### Metal layers overlaid

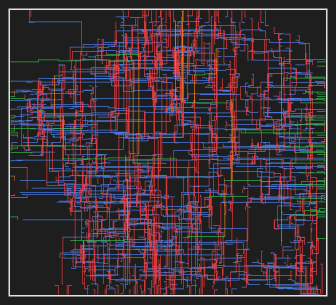
### Congestion heat map

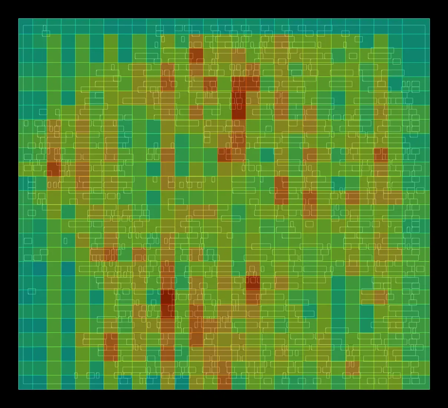
### Sequential cells colored by instance or generate block

Bar = 50 um. Other sequential cells in the stronger gray, the rest of the logic in the fainter gray.
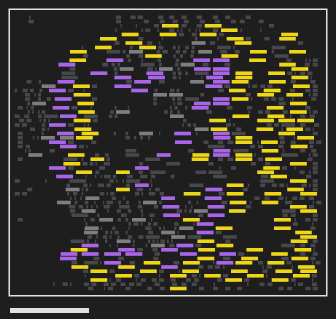
### Signal wires on met2

Cells faint in the background.
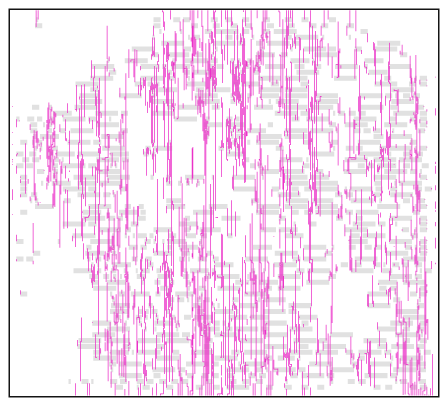
==> config.mk <==
export PLATFORM = sky130hd
export DESIGN_NAME = instr_fetch_unit
export DESIGN_NICKNAME = d
export VERILOG_FILES = /design/src/rtl/instr_fetch_unit_pkg.sv /design/src/rtl/instr_fetch_unit_fetch_fifo.sv /design/src/rtl/instr_fetch_unit.sv
export SDC_FILE = /design/constraint.sdc
export NUM_CORES = 1
export LEC_CHECK = 0
export CAP_MARGIN = 40
export CELL_PAD_IN_SITES_DETAIL_PLACEMENT = 1
export CELL_PAD_IN_SITES_GLOBAL_PLACEMENT = 1
export CORE_ASPECT_RATIO = 0.9
export CORE_MARGIN = 2
export CORE_UTILIZATION = 27
export DETAILED_ROUTE_END_ITERATION = 12
export HOLD_SLACK_MARGIN = 0.03
export PLACE_DENSITY = 0.58
export REMOVE_ABC_BUFFERS = 1
export SLEW_MARGIN = 20
export SYNTH_ARGS = -nofsm -noshare
export SYNTH_HDL_FRONTEND = slang
export SYNTH_SLANG_ARGS = --single-unit
==> constraint.sdc <==
create_clock -name clk -period 6.9 [get_ports clk]
set_clock_uncertainty 0.1 [all_clocks]
set_input_delay 1.035 -clock clk [delete_from_list [all_inputs] [get_ports clk]]
set_output_delay 1.035 -clock clk [all_outputs]
set_load 0.01 [all_outputs]
==> results.txt <==
Implementation results

The combined area of the multi-input logic cells is roughly 2500 um^2. The share of final layout cell area taken by clock buffers and inverters is 0.07793. The clock share of power is 0.324.

The deepest clock path buffer count is 3. The number of buffers outside the clock class in the layout is 181. The final total negative setup slack is 0 ns. The number of global-route vias before repair is 5,980. The post-CTS setup-driven buffer insertion count is 0. The quantity of I/O buffers inserted on ports is 168. Counting I/O delays and the setup requirement, the final critical path takes just over 4 ns. The final report lists the setup-violating endpoint count as 0. Summed over all cells, the static leakage comes to about 4.2 nW. For this floorplan the total number of well-tap instances is around 460. Counting cells, the worst reg-to-reg path comes to 7. The maximum vdd ir drop is between 0.15 and 0.2 mV. The dominant kind of cell by area is flip-flops and latches.

The total number of yosys warnings is 0. The area recorded from the Yosys report for this design is slightly above 9000 um^2. According to the dpl log, the detail-placed design has an HPWL of about 16 mm. Counting instances in the post-synthesis netlist gives the leading cell types as 184 x edfxtp_1, 89 x nor2_1, 64 x mux2i_1, 41 x dfrtp_1, 30 x mux2_2. The part of the power in combinational logic is 0.301. The area fraction of the largest cell type after synthesis is 0.5944. The worst hold margin is between 0.4 and 0.5 ns. The number of enable flip-flop cells is 184.

The weighted congestion at the end of routability-driven global placement is 0.7164. The vertical die dimension reported for this design is between 150 and 200 um. At the pin with the least slew margin, the transition time is approximately 0.75 ns.

The most common cell in the netlist is edfxtp_1. The total number of clock tree sinks is between 200 and 250. The quantity of gates resized following cts is 0. For this run, the detailed router's first-pass iteration total came to 4. The flip-flop and latch share of the layout cell area is 0.5234. The critical path endpoint has a required time of approximately 5.8 ns. In this run, power in combinational logic comes to about 1.4 mW. Sorting the synthesized cells by area gives the leading types as edfxtp_1 59%, dfrtp_1 11%, mux2i_1 6.9%, mux2_2 3.6%, nor2_1 3.6%.

Relative to the synthesized area, the layout overhead comes to 34.73%. In this run the power density over the cells is between 300 and 400 nW/um^2. The area of the core is approximately 34,000 um^2. The area of all sequential standard cells is ~6600 um^2. Nets still carrying antenna violations after routing amount to 0.

The tally of clock buffers in the finished layout is 38. Static timing analysis puts the maximum clock frequency at between 200 and 250 MHz. The power report lists the sequential group at roughly 1.8 mW. Max-slew check failures listed in the final report amount to 0. The arrival time of data at the critical path endpoint is just under 3 ns. The number of cells on the worst hold path is 1. The layout report lists the non-clock buffer share of cell area as 0.1475. The number of placed instances with taps included is 1,240.

The run finished with clean final reports. The first global-routing pass estimated between 30 and 40 mm of wire. Hold-check failures listed in the final report amount to 0. The synthesized cell area is 9295 um^2. The floorplan step records an initial core utilization of 0.2738. After synthesis, the share of flip-flops with an asynchronous set or reset is 0.1822.
## Picture notes: 'Metal layers overlaid'
met1 -> blue  # wire length 10,900 um
met4 -> orange  # wire length 547 um
met2 -> red  # wire length 11,300 um
met3 -> green  # wire length 1,300 um
wire length per cell after detailed routing: 18.63 um
total global-route track usage: 0.1326

## Picture notes: 'Congestion heat map'
met2 track demand over resource in global routing: 0.2203
post-layout util: 0.3688
fraction of met3 tracks used by global routing: 0.02957
met1 usage: 0.1754

## Picture notes: 'Sequential cells colored by instance or generate block'
u_tag_q -> purple  # sequential cells 64
u_instr_q -> yellow  # sequential cells 128, where all over the die
not colored = 33
die footprint: 35,930 um^2
non-filler instance count after layout: 1,290

## Picture notes: 'Signal wires on met2'
wire length on this layer = 11,300 um
nets with wire on the layer = 778
share of all routed wire = 47%
via total after detailed routing: 5,778
wire length after detailed routing: 24.03 mm

[critical path, cell delays in order (launching register included)]
cell,delay (ns)
dfrtp_4,0.81
buf_4,0.61
mux2i_1,0.15
nor2_1,0.18
clkdlybuf4s50_1,0.57
[cell usage in the layout (no fill, tap or decap), drive strengths merged]
master and instances:
inv 12, nor2b 2, nand3 12, clkinv 6
or3b 1, and2 1, o211ai 1, clkinvlp 1
and4 5, ha 8, clkbuf 38, buf 14
dfrtp 41, a311oi 2, nor2 89, mux2 30
o31a 2, nand4 9, or4 14, a31oi 16
clkdlybuf4s50 167, or4b 1, conb 4, nor3 2
and3 5, nand4bb 1, xor2 10, fa 1
or3 4, nor4 3, bufinv 5, nand3b 1
o31ai 12, xnor2 12, o21ai 17, edfxtp 184
mux2i 64, nand2 26, nand2b 3, nor3b 2
[logic make-up (layout without fill, tap and decap cells)]
group,Yosys count,in the layout,share of synthesized area
xor+xnor,22,22,0.02073
buf+inv,55,243,0.02786
simple gates,181,181,0.09382
compound gates,50,50,0.03419
mux,94,94,0.1053
other cells,1,4,0.0004034
flops,225,225,0.7048
fa+ha+maj,9,9,0.01292
[metrics by stage]
stage               total power [mW]  setup slack [ns]  area, um^2
detailed placement             3.256             2.477       11550
global route                   4.983             2.620       12520
global placement               3.204             2.364       11440
floorplan                      2.496           0.01440        9092
CTS                            4.819             2.729       12520
finish                         4.728             2.815       12520
[per-layer routing]
layer  GRT usage  share of wire  up-vias
li1            -              -     2705
met1      0.1754           0.45     2907
met2      0.2203           0.47      134
met3     0.02957          0.054       32
met4     0.03200          0.023        0
met5           0              0        -
Power figures rest on the tool's default switching activity, not on a simulated workload.
